`config.mk`:
```
export PLATFORM = sky130hd
export DESIGN_NAME = ftm_nmr
export DESIGN_NICKNAME = d
export VERILOG_FILES = /design/src/rtl/ftm_nmr.sv
export SDC_FILE = /design/constraint.sdc
export NUM_CORES = 1
export LEC_CHECK = 0
export CAP_MARGIN = 10
export CORE_MARGIN = 2
export CORE_UTILIZATION = 42
export CTS_CLUSTER_SIZE = 12
export DETAILED_ROUTE_END_ITERATION = 8
export GPL_TIMING_DRIVEN = 0
export PLACE_DENSITY = 0.82
export SLEW_MARGIN = 20
export SYNTH_ARGS = -nofsm -noshare
export SYNTH_HDL_FRONTEND = slang
export SYNTH_SLANG_ARGS = --single-unit
```
`constraint.sdc`:
```
create_clock -name clk_i -period 4.1 [get_ports clk_i]
set_clock_uncertainty 0.05 [all_clocks]
set_input_delay 0.82 -clock clk_i [delete_from_list [all_inputs] [get_ports clk_i]]
set_output_delay 0.82 -clock clk_i [all_outputs]
set_load 0.005 [all_outputs]
```
`src/rtl/ftm_nmr.sv`:
```
// N-modular-redundancy fault-tolerance manager: votes or compares per-core register write-back,
// checkpoints the last clean PC and sequences core reset/recovery with retry and timeout limits.
module ftm_nmr #(
  parameter int NUM_CORES       = 3,
  parameter int ADDR_WIDTH      = 5,
  parameter int DATA_WIDTH      = 32,
  parameter int FAULT_THRESHOLD = 4,
  parameter int MAX_RETRIES     = 3,
  parameter int RESET_CYCLES    = 4,
  parameter int TIMEOUT_CYCLES  = 256
) (
  input  logic                             clk_i,
  input  logic                             rst_ni,
  input  logic                             enable_i,
  input  logic                             mode_i,
  input  logic                             valid_i,
  input  logic [NUM_CORES-1:0]             we_i,
  input  logic [NUM_CORES*ADDR_WIDTH-1:0]  addr_i,
  input  logic [NUM_CORES*DATA_WIDTH-1:0]  data_i,
  input  logic [DATA_WIDTH-1:0]            pc_i,
  input  logic                             done_i,
  input  logic                             clr_i,
  output logic                             we_o,
  output logic [ADDR_WIDTH-1:0]            addr_o,
  output logic [DATA_WIDTH-1:0]            data_o,
  output logic [DATA_WIDTH-1:0]            ckpt_pc_o,
  output logic [NUM_CORES-1:0]             faulty_o,
  output logic                             corr_err_o,
  output logic                             reset_no,
  output logic                             recover_o,
  output logic                             recovering_o,
  output logic                             load_pc_o,
  output logic                             fail_o
);

  typedef enum logic [1:0] {ST_IDLE, ST_RESET, ST_RECOVER, ST_FAIL} state_t;

  localparam int CNT_W = $clog2(FAULT_THRESHOLD + 1);
  localparam int RTY_W = $clog2(MAX_RETRIES + 1);
  localparam int TIM_W = $clog2((TIMEOUT_CYCLES > RESET_CYCLES) ? TIMEOUT_CYCLES : RESET_CYCLES) + 1;
  // Third-core index; aliases core 1 in a two-core build, where TMR is never selected.
  localparam int C2    = (NUM_CORES > 2) ? 2 : 1;

  localparam logic [CNT_W-1:0] THR      = CNT_W'(FAULT_THRESHOLD);
  localparam logic [RTY_W-1:0] RTY_MAX  = RTY_W'(MAX_RETRIES);
  localparam logic [TIM_W-1:0] RST_LAST = TIM_W'(RESET_CYCLES - 1);
  localparam logic [TIM_W-1:0] TO_LAST  = TIM_W'(TIMEOUT_CYCLES - 1);

  function automatic logic tuple_eq(input logic wa, input logic [ADDR_WIDTH-1:0] aa,
                                    input logic [DATA_WIDTH-1:0] da, input logic wb,
                                    input logic [ADDR_WIDTH-1:0] ab, input logic [DATA_WIDTH-1:0] db);
    return (!wa && !wb) || (wa && wb && (aa == ab) && (da == db));
  endfunction

  function automatic logic [CNT_W-1:0] sat_inc_cnt(input logic [CNT_W-1:0] c);
    return (c == THR) ? c : c + 1'b1;
  endfunction

  function automatic logic [RTY_W-1:0] sat_inc_rty(input logic [RTY_W-1:0] c);
    return (c == RTY_MAX) ? c : c + 1'b1;
  endfunction

  logic [ADDR_WIDTH-1:0] addr_c [NUM_CORES];
  logic [DATA_WIDTH-1:0] data_c [NUM_CORES];

  state_t                 state_q, state_d;
  logic [TIM_W-1:0]       timer_q, timer_d;
  logic [RTY_W-1:0]       retry_q, retry_d;
  logic [CNT_W-1:0]       cnt_q [NUM_CORES];
  logic [CNT_W-1:0]       cnt_d [NUM_CORES];
  logic [NUM_CORES-1:0]   faulty_q, faulty_d;
  logic                   corr_q, corr_d;
  logic [DATA_WIDTH-1:0]  ckpt_q, ckpt_d;
  logic                   reset_n_q, reset_n_d;
  logic                   recover_q, recover_d;
  logic                   recovering_q, recovering_d;
  logic                   load_pc_q, load_pc_d;
  logic                   fail_q, fail_d;

  logic                   tmr, check, idle, unc, corr, sel1, thr_hit;
  logic                   eq01, eq02, eq12;
  logic [NUM_CORES-1:0]   dissent;

  always_comb begin
    for (int k = 0; k < NUM_CORES; k++) begin
      addr_c[k] = addr_i[k*ADDR_WIDTH +: ADDR_WIDTH];
      data_c[k] = data_i[k*DATA_WIDTH +: DATA_WIDTH];
    end
  end

  // Voter: zero-latency path from the core write ports to the trusted write port.
  always_comb begin
    tmr     = (NUM_CORES == 3) && mode_i;
    idle    = (state_q == ST_IDLE);
    check   = enable_i && valid_i && idle;
    eq01    = tuple_eq(we_i[0], addr_c[0], data_c[0], we_i[1], addr_c[1], data_c[1]);
    eq02    = tuple_eq(we_i[0], addr_c[0], data_c[0], we_i[C2], addr_c[C2], data_c[C2]);
    eq12    = tuple_eq(we_i[1], addr_c[1], data_c[1], we_i[C2], addr_c[C2], data_c[C2]);
    unc     = 1'b0;
    corr    = 1'b0;
    sel1    = 1'b0;
    dissent = '0;
    if (check) begin
      if (!tmr) begin
        unc = !eq01;
      end else if (!(eq01 && eq02)) begin
        // Equality is transitive, so a single true pair identifies the lone dissenter.
        if (eq01) begin
          corr        = 1'b1;
          dissent[C2] = 1'b1;
        end else if (eq02) begin
          corr       = 1'b1;
          dissent[1] = 1'b1;
        end else if (eq12) begin
          corr       = 1'b1;
          dissent[0] = 1'b1;
          sel1       = 1'b1;
        end else begin
          unc = 1'b1;
        end
      end
    end
    we_o   = idle && !unc && (sel1 ? we_i[1] : we_i[0]);
    addr_o = idle ? (sel1 ? addr_c[1] : addr_c[0]) : '0;
    data_o = idle ? (sel1 ? data_c[1] : data_c[0]) : '0;
  end

  always_comb begin
    thr_hit = 1'b0;
    for (int k = 0; k < NUM_CORES; k++) begin
      if (cnt_q[k] == THR) thr_hit = 1'b1;
    end
  end

  // Next-state: recovery sequencer, counters and checkpoint.
  always_comb begin
    state_d  = state_q;
    timer_d  = timer_q;
    retry_d  = retry_q;
    cnt_d    = cnt_q;
    faulty_d = faulty_q;
    corr_d   = corr;
    ckpt_d   = ckpt_q;
    if (check && !unc) ckpt_d = pc_i;
    case (state_q)
      ST_IDLE: begin
        for (int k = 0; k < NUM_CORES; k++) begin
          if (dissent[k]) cnt_d[k] = sat_inc_cnt(cnt_q[k]);
        end
        faulty_d = faulty_q | dissent;
        if (clr_i) begin
          retry_d  = '0;
          faulty_d = '0;
          for (int k = 0; k < NUM_CORES; k++) cnt_d[k] = '0;
        end
        // The trigger decision uses the pre-clear retry count.
        if (unc || thr_hit) begin
          timer_d = '0;
          state_d = (retry_q == RTY_MAX) ? ST_FAIL : ST_RESET;
        end
      end
      ST_RESET: begin
        if (timer_q == RST_LAST) begin
          timer_d = '0;
          state_d = ST_RECOVER;
        end else begin
          timer_d = timer_q + 1'b1;
        end
      end
      ST_RECOVER: begin
        if (done_i) begin
          state_d  = ST_IDLE;
          retry_d  = sat_inc_rty(retry_q);
          faulty_d = '0;
          for (int k = 0; k < NUM_CORES; k++) cnt_d[k] = '0;
        end else if (timer_q == TO_LAST) begin
          state_d = ST_FAIL;
        end else begin
          timer_d = timer_q + 1'b1;
        end
      end
      ST_FAIL: begin
        if (clr_i) begin
          state_d  = ST_IDLE;
          retry_d  = '0;
          faulty_d = '0;
          for (int k = 0; k < NUM_CORES; k++) cnt_d[k] = '0;
        end
      end
      default: state_d = ST_IDLE;
    endcase
    reset_n_d    = !((state_d == ST_RESET) || (state_d == ST_FAIL));
    recovering_d = (state_d == ST_RESET) || (state_d == ST_RECOVER);
    load_pc_d    = (state_d == ST_RECOVER);
    recover_d    = (state_d == ST_RECOVER) && (state_q != ST_RECOVER);
    fail_d       = (state_d == ST_FAIL);
  end

  always_ff @(posedge clk_i or negedge rst_ni) begin
    if (!rst_ni) begin
      state_q      <= ST_IDLE;
      timer_q      <= '0;
      retry_q      <= '0;
      for (int k = 0; k < NUM_CORES; k++) cnt_q[k] <= '0;
      faulty_q     <= '0;
      corr_q       <= 1'b0;
      ckpt_q       <= '0;
      reset_n_q    <= 1'b1;
      recover_q    <= 1'b0;
      recovering_q <= 1'b0;
      load_pc_q    <= 1'b0;
      fail_q       <= 1'b0;
    end else begin
      state_q      <= state_d;
      timer_q      <= timer_d;
      retry_q      <= retry_d;
      cnt_q        <= cnt_d;
      faulty_q     <= faulty_d;
      corr_q       <= corr_d;
      ckpt_q       <= ckpt_d;
      reset_n_q    <= reset_n_d;
      recover_q    <= recover_d;
      recovering_q <= recovering_d;
      load_pc_q    <= load_pc_d;
      fail_q       <= fail_d;
    end
  end

  assign ckpt_pc_o    = ckpt_q;
  assign faulty_o     = faulty_q;
  assign corr_err_o   = corr_q;
  assign reset_no     = reset_n_q;
  assign recover_o    = recover_q;
  assign recovering_o = recovering_q;
  assign load_pc_o    = load_pc_q;
  assign fail_o       = fail_q;

endmodule

```
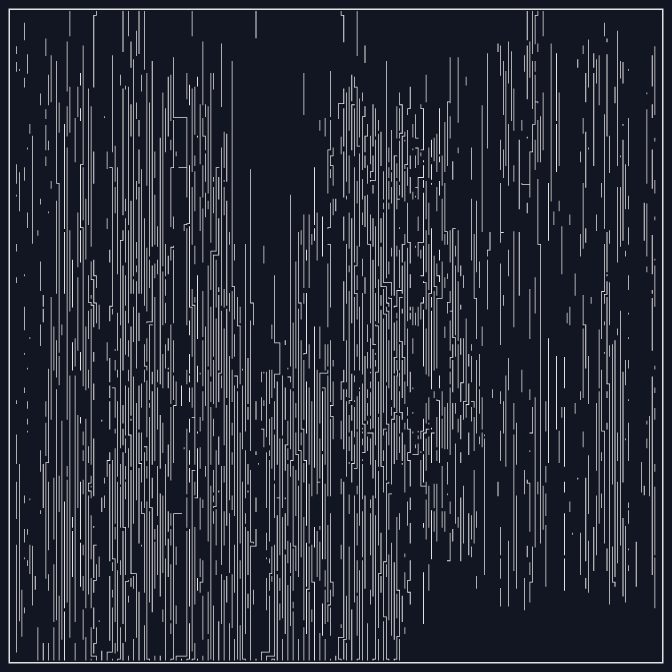
*Signal wires on met2, run 1*
The wires run mostly vertical. The layer holds 51% of the routed length.
final WL: 18.5 mm
Via Count: 5175
met2 usage: 0.531

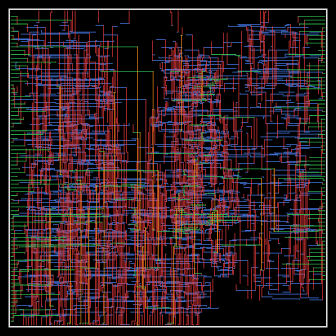
*Wiring by layer, run 1*
Red marks met2, wire length 9520 um. Blue marks met1, wire length 6680 um. Orange marks met4, wire length 814 um. Green marks met3, wire length 1530 um.
WL per Instance: 20.0 um
gr usage total: 0.289

==> impl_metrics.csv, run 1 <==
group,metric,value,unit
outcome,status,"complete, but fails checks",
outcome,failed_checks,"negative setup slack",
cts,cts_tree,"done",
floorplan,top_level_ports,232,
logic_synthesis,ys_warn_count,0,
pwr,p_int,2.30,mW
pwr,ir_drop,0.409,mV
placement,place.gp.congestion,0.916,
grt,grt_first_pass_wirelength,28.6,mm
logic_synthesis,ys_area,4970,um^2
logic_synthesis,synth.distinct_cells,53,
timing,fmax,0.241,GHz
logic_synthesis,yosys.area.top_type_share,0.312,
floorplan,die_width,113,um
pwr,clkPwrFrac,0.212,
worst_setup_path,cp_max_fo,8,
timing,finalClockPeriodUsage,1.01,
floorplan,fp.dieH,113,um
pwr,comb_power_share,0.519,
pwr,p_leak,3.83,nW
final_layout,area.growth.synth_to_final,63.6,%
run,cap_violations,0,
worst_setup_path,crit_type,"input port to primary output",
logic_synthesis,synth-edff-count,0,
grt,grt_overflow_total,0,
logic_synthesis,avgSynthCellArea,9.84,um^2
floorplan,rows,39,
pwr,fin_total_pwr,3.54,mW
cts,path_clk_slew,0.05,ns
final_layout,final_net_count,947,
worst_setup_path,worst_setup_path_end_kind,"primary output",
final_layout,stdcell_count,927,
logic_synthesis,ff_type,"dfrtp_1",
timing,hold_viol_final,0,
final_layout,layout-drive-gt1-share,0.312,
timing,hold_slack,0.442,ns
logic_synthesis,synth_area,4970,um^2
logic_synthesis,yosys_cells,505,
timing,finalSetupViolCount,7,
detailed_routing,drc,0,
timing,drv_slew,0,
run,warning_count,35,
detailed_routing,dr.pass1.iters,5,
worst_setup_path,slowest_delay,0.37,ns
logic_synthesis,most_common_cell,"xor2_1",
worst_setup_path,worstPathCellList,"dlygate4sd2_1, xor2_1, nor4_4, nand4_1, o32a_1, nor3_4, nand2_4, buf_8, buf_6, buf_12, mux2i_2, nor2b_1, buf_2",
detailed_routing,drt_iter0_markers,245,
pwr,power_switching,1.25,mW
worst_setup_path,path_buffers,5,
logic_synthesis,yosys_register_bits,63,
worst_setup_path,critPathTopFamily,"simple AND/OR/NAND/NOR gates",
cts,numCtsBuffers,9,
timing,worst_slack,-0.0514,ns
cts,clockRootBuffer,"clkbuf_16",
logic_synthesis,yosysTopAreaCell,"dfrtp_1",
logic_synthesis,synthCells,505,
worst_setup_path,required,3.23,ns
detailed_routing,ant_nets,0,
cts,holdBufCountCts,0,
timing,period_needed,4.15,ns
pwr,seqPwrFrac,0.269,
cts,cts_num_sinks,63,
pwr,swShare,0.352,
min_path,worstHoldPathType,"flop to flop",
cts,clk_path_buf_depth,2,
detailed_routing,routed_via_density,5.58,
cts,clkLatencyLatePin,0.32,ns
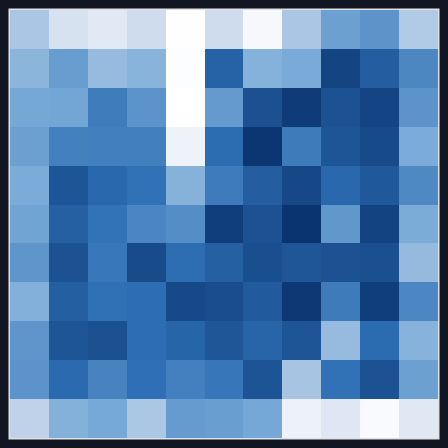
*Placement density heat map, run 1*
The die is cut into 11 by 11 equal tiles; white is low, dark blue is high, 0 to 100% covered.
The emptiest ninth of the die: north. The mean over all tiles is 63%. 40% of the tiles are over 75% full.
post-layout util: 0.709
Core Area: 11500 um^2
FP Core Util: 0.433

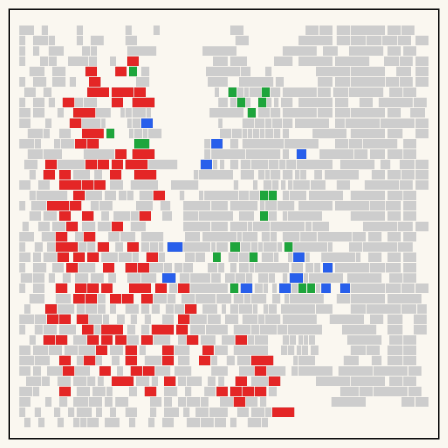
*Gate-type map, run 1*
Green marks AND and OR gates, cells 18, most used and3_1. Blue marks AND-OR and OR-AND gates, cells 13, most used o21a_1. Red marks XOR/XNOR gates, cells 108, most used xor2_1.
fraction of area in multi-input gates: 0.436
Top cell excl fill/tap: xor2_1

[run 1: repair_timing]
item | 4_1_cts | 5_1_grt
setup endpoints to repair | 38 | 38
pin swaps | 44 | 17
resized | 387 | 130
cloned | 2 | 0
hold endpoints to repair | 0 | 0
buffers inserted | 28 | 5
[run 1: flip-flops by register name, indices dropped and copies added (netlist names), 2 cells and up]
name	cells
ckpt_pc_o	32
cnt_q	9
timer_q	9
faulty_o	3
retry_q	2
state_q	2
[run 1: power groups by stage]
stage / Combinational (mW) / Clock [mW] / Sequential (mW)
floorplan: 0.837 / 0 / 0.959
global route: 1.99 / 0.791 / 0.978
finish: 1.84 / 0.750 / 0.954
global placement: 1.87 / 0 / 0.944
detailed placement: 1.92 / 0 / 0.959
CTS: 1.85 / 0.762 / 0.954
[run 1: worst paths after layout]
| kind | cells after the start | end | slack (ns) | start |
|---|---|---|---|---|
| worst max register to register | 10 | timer_q[5] | 1.27 | timer_q[0] |
| worst min-delay path | 1 | ckpt_pc_o[13] | 0.44 | ckpt_pc_o[13] |
| worst max-delay path | 13 | data_o[29] | -0.05 | data_i[59] |
| max in group asynchronous | 1 | retry_q[1] | 2.97 | rst_ni |
| min in group asynchronous | 1 | ckpt_pc_o[6] | 0.52 | rst_ni |
| worst min register to register | 1 | ckpt_pc_o[13] | 0.44 | ckpt_pc_o[13] |
[run 1: layout by cell type, fill, tap and decap left out, types with 22 or more instances in the layout]
cell type and n:
xor2_1 89, nor2b_1 38, mux2_2 31, clkdlybuf4s50_1 79
mux2i_1 34, buf_2 54, dlygate4sd2_1 33, clkdlybuf4s15_2 22
dfrtp_1 62
[run 1: logic make-up after synthesis]
logic type	after synthesis	share of synthesized area
AOI/OAI and AO/OA	62	0.0884
xor gates and xnor gates	108	0.190
adders and majority gates	15	0.0378
buffers and inverters	39	0.0415
DFF	63	0.317
muxes	73	0.156
and+or+nand+nor	145	0.168
[run 1: stage by stage]
stage / cell area [um^2] / TNS, ns / utilization / setup WS [ns]
4_1_cts: 8190 / -0.0802 / 0.714 / -0.0802
6_report: 8130 / -0.181 / 0.709 / -0.0514
5_1_grt: 8130 / -2.06 / 0.709 / -0.171
2_1_floorplan: 4970 / 0 / - / 0.601
3_3_place_gp: 7460 / -38.86 / 0.651 / -1.14
3_5_place_dp: 7460 / -42.02 / 0.650 / -1.22
[run 1: cell type report]
class	count	area, um^2
fill	846	3340
buffer	18	173
antenna	1	2.50
timing repair buffer	263	2280
multi-input combinational	403	3540
tap	143	179
inverter	21	78.8
clock buffer	12	256
sequential	63	1580
clock inverter	3	42.5
[run 1: layer usage]
layer	GRT usage	part of all wire	wire [um]
met2	0.531	0.51	9520
met3	0.0637	0.082	1530
met4	0.141	0.044	813
met1	0.313	0.36	6680
met5	0	0	0
### Congestion heat map, run 1

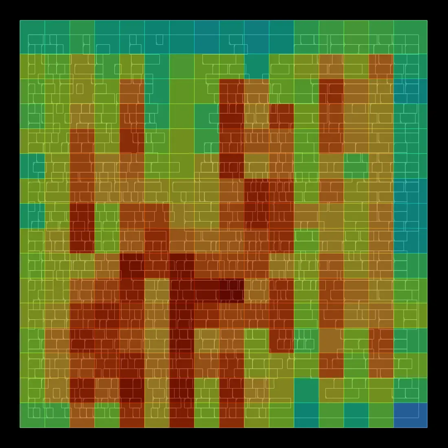

--- run 2 (diff from run 1) ---
--- a/config.mk
+++ b/config.mk
@@ -12,6 +12,7 @@
 export DETAILED_ROUTE_END_ITERATION = 8
 export GPL_TIMING_DRIVEN = 0
 export PLACE_DENSITY = 0.82
+export SKIP_LAST_GASP = 1
 export SLEW_MARGIN = 20
 export SYNTH_ARGS = -nofsm -noshare
 export SYNTH_HDL_FRONTEND = slang
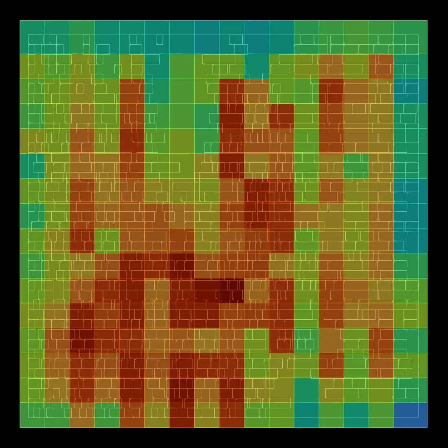
*Congestion heat map, run 2*
WL per Instance: 20.0 um
post-layout util: 0.706
gr usage total: 0.289
met1 usage: 0.315
GRT met3 Usage: 0.0616

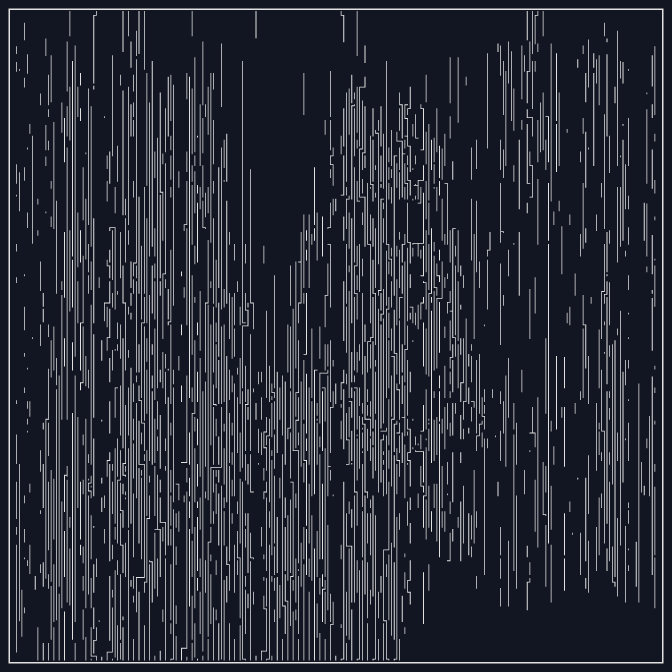
*Signal wires on met2, run 2*
The layer carries 9510 um of wire. The layer holds 51% of the routed length. 875 nets have wire on it.
final WL: 18.6 mm
met2 usage: 0.533

==> run 2 against run 1 <==
Count of clock-buffer cells in the layout is the same. The flow still finishes with violations (negative setup slack). Critical path depth shrank 1. Non-clock buffer count grew 1. Utilization shrank 0.29 points. Largest power group unchanged. Die area is the same. Clock power is essentially flat. Hold slack is essentially flat. Wire length grew 0.18%. Combinational power is essentially flat. Sequential power is essentially flat. Cell count grew 0.22%. Sequential share of layout area grew 0.081 points.
==> impl_metrics.csv, run 2 <==
group,metric,value,unit
logic_synthesis,synth_area,4970,um^2
final_layout,final_net_count,948,
final_layout,area.growth.synth_to_final,62.9,%
min_path,worstHoldPathType,"flop to flop",
logic_synthesis,synth.distinct_cells,53,
run,cap_violations,0,
logic_synthesis,mux_area_frac,0.156,
worst_setup_path,reg2reg_setup_slack,1.26,ns
worst_setup_path,r2r_cells,10,
cts,cts_tree,"done",
logic_synthesis,ff_type,"dfrtp_1",
cts,cts_num_sinks,63,
min_path,hold_path_end,"ckpt_pc_o[13]",
worst_setup_path,cp_max_fo,8,
logic_synthesis,ys_area,4970,um^2
floorplan,rows,39,
worst_setup_path,crit_type,"input port to primary output",
detailed_routing,drc,0,
cts,clockRootBuffer,"clkbuf_16",
timing,period_needed,4.17,ns
logic_synthesis,xor_share,0.190,
cts,path_clk_slew,0.05,ns
placement,place.gp.congestion,0.916,
logic_synthesis,ys_sh_aoi,0.0884,
logic_synthesis,top_logic_kind,"XOR/XNOR gates",
pwr,swShare,0.353,
logic_synthesis,ys_sh_adder,0.0378,
final_layout,fillers,848,
final_layout,layout-drive-gt1-share,0.313,
floorplan,core_area,11500,um^2
detailed_routing,routed_via_density,5.59,
pwr,p_leak,3.84,nW
grt,grt_overflow_total,0,
worst_setup_path,worst_setup_path_end_kind,"primary output",
logic_synthesis,fp_nets,673,
pwr,comb_power_share,0.519,
timing,finalClockPeriodUsage,1.02,
pwr,p_int,2.29,mW
worst_setup_path,required,3.23,ns
pwr,clkPwrFrac,0.212,
final_layout,largest_reg_flops,32,
timing,finalSetupViolCount,8,
cts,clkLatencyLatePin,0.32,ns
floorplan,fp.dieH,113,um
floorplan,fp_util,0.433,
logic_synthesis,avgSynthCellArea,9.84,um^2
worst_setup_path,r2r-start,"timer_q[0]",
outcome,status,"complete, but fails checks",
grt,grt_first_pass_wirelength,28.6,mm
logic_synthesis,yosys_register_bits,63,
pwr,seqPwrFrac,0.269,
pwr,ir_drop,0.408,mV
floorplan,die_width,113,um
logic_synthesis,yosys.area.top_type_share,0.312,
logic_synthesis,synthCells,505,
cts,numCtsBuffers,9,
pwr,power_switching,1.25,mW
cts,holdBufCountCts,0,
detailed_routing,dr.pass1.iters,5,
run,warning_count,35,
final_layout,final-comb-area,3530,um^2
logic_synthesis,most_common_cell,"xor2_1",
final_layout,stdcell_count,929,
final_layout,layout_top_cell,"xor2_1",
timing,fmax,0.240,GHz
final_layout,final_cell_mix,"xor2_1, clkdlybuf4s50_1, dfrtp_1, buf_2, nor2b_1",
logic_synthesis,synth-edff-count,0,
timing,worst_slack,-0.0672,ns
floorplan,top_level_ports,232,
outcome,failed_checks,"negative setup slack",
logic_synthesis,ys_warn_count,0,
detailed_routing,ant_nets,0,
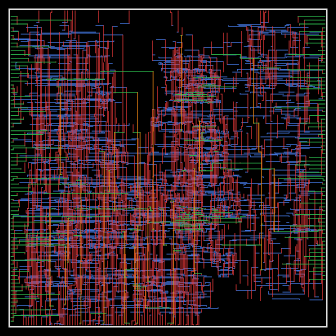
*Wiring by layer, run 2*
Via Count: 5194

-- run 2: cell types whose count changed in the layout (fill, tap and decap cells not counted), moves of 3 or more --
cell	before	now
clkdlybuf4s15_1	20	16
dlygate4sd2_1	33	36
clkdlybuf4s15_2	22	18
buf_2	54	51
clkbuf_2	19	26
buf_4	21	24
-- run 2: how the worst max path moves through the flow --
stage / start / to / slack [ns] / cells after the start
after CTS: data_i[85] / data_o[4] / -0.09 / 12
after detailed placement: addr_i[0] / data_o[4] / -1.22 / 11
final: data_i[59] / data_o[7] / -0.07 / 12
after floorplan: data_i[9] / addr_o[0] / 0.60 / 9
after global placement: addr_i[3] / data_o[4] / -1.14 / 11
after global routing: data_i[71] / data_o[29] / -0.17 / 13
-- run 2: final cells by class --
class | instances | area share
well taps | 143 | 0.0221
clock inverters | 3 | 0.00525
clock buffers | 12 | 0.0317
diodes | 2 | 0.000618
repair buffers | 264 | 0.278
flip-flops and latches | 63 | 0.195
inverters | 21 | 0.00974
plain buffers | 18 | 0.0213
multi-input cells | 403 | 0.437
-- run 2: critical path, cell delays in order --
cell           delay [ns]
dlygate4sd2_1        0.31
xor2_1               0.21
nor4_4               0.20
nand4_1              0.14
o32a_1               0.37
nor3_4               0.29
nand2_4              0.17
buf_12               0.18
buf_8                0.13
mux2i_1              0.11
nor2b_1              0.20
buf_2                0.15
-- run 2: timing repair --
action	4_1_cts	5_1_grt
gates resized	376	133
endpoints found under the setup margin	38	38
pin swaps	44	18
gates cloned	2	0
setup buffers	28	6
-- run 2: logic make-up after synthesis --
| family | after synthesis |
|---|---|
| AOI/OAI and AO/OA | 62 |
| xor gates and xnor gates | 108 |
| adders and majority gates | 15 |
| buffers and inverters | 39 |
| DFF | 63 |
| muxes | 73 |
| and+or+nand+nor | 145 |
-- run 2: layer usage --
| layer | GRT usage | vias up | wire length (um) |
|---|---|---|---|
| met3 | 0.0616 | 54 | 1460 |
| met2 | 0.533 | 302 | 9510 |
| met5 | 0 | - | 0 |
| met1 | 0.315 | 2497 | 6860 |
| met4 | 0.133 | 0 | 737 |
| li1 | - | 2341 | - |
-- run 2: power groups by stage --
stage	combinational (mW)	clock, mW	sequential [mW]
floorplan	0.837	0	0.959
global placement	1.87	0	0.944
detailed placement	1.92	0	0.959
CTS	1.85	0.762	0.954
global route	1.99	0.791	0.978
finish	1.84	0.751	0.954
-- run 2: stage by stage --
step | TNS, ns | hold slack (ns) | setup WS (ns) | cell area, um^2 | util
final | -0.321 | 0.441 | -0.0672 | 8100 | 0.706
after global routing | -2.04 | 0.464 | -0.170 | 8100 | 0.706
after CTS | -0.117 | 0.439 | -0.0887 | 8180 | 0.714
after detailed placement | -42.02 | 0.428 | -1.22 | 7460 | 0.650
after global placement | -38.86 | 0.420 | -1.14 | 7460 | 0.651
after floorplan | 0 | 0.419 | 0.601 | 4970 | -
No activity file was given, so power comes from the tool's default toggle rates.
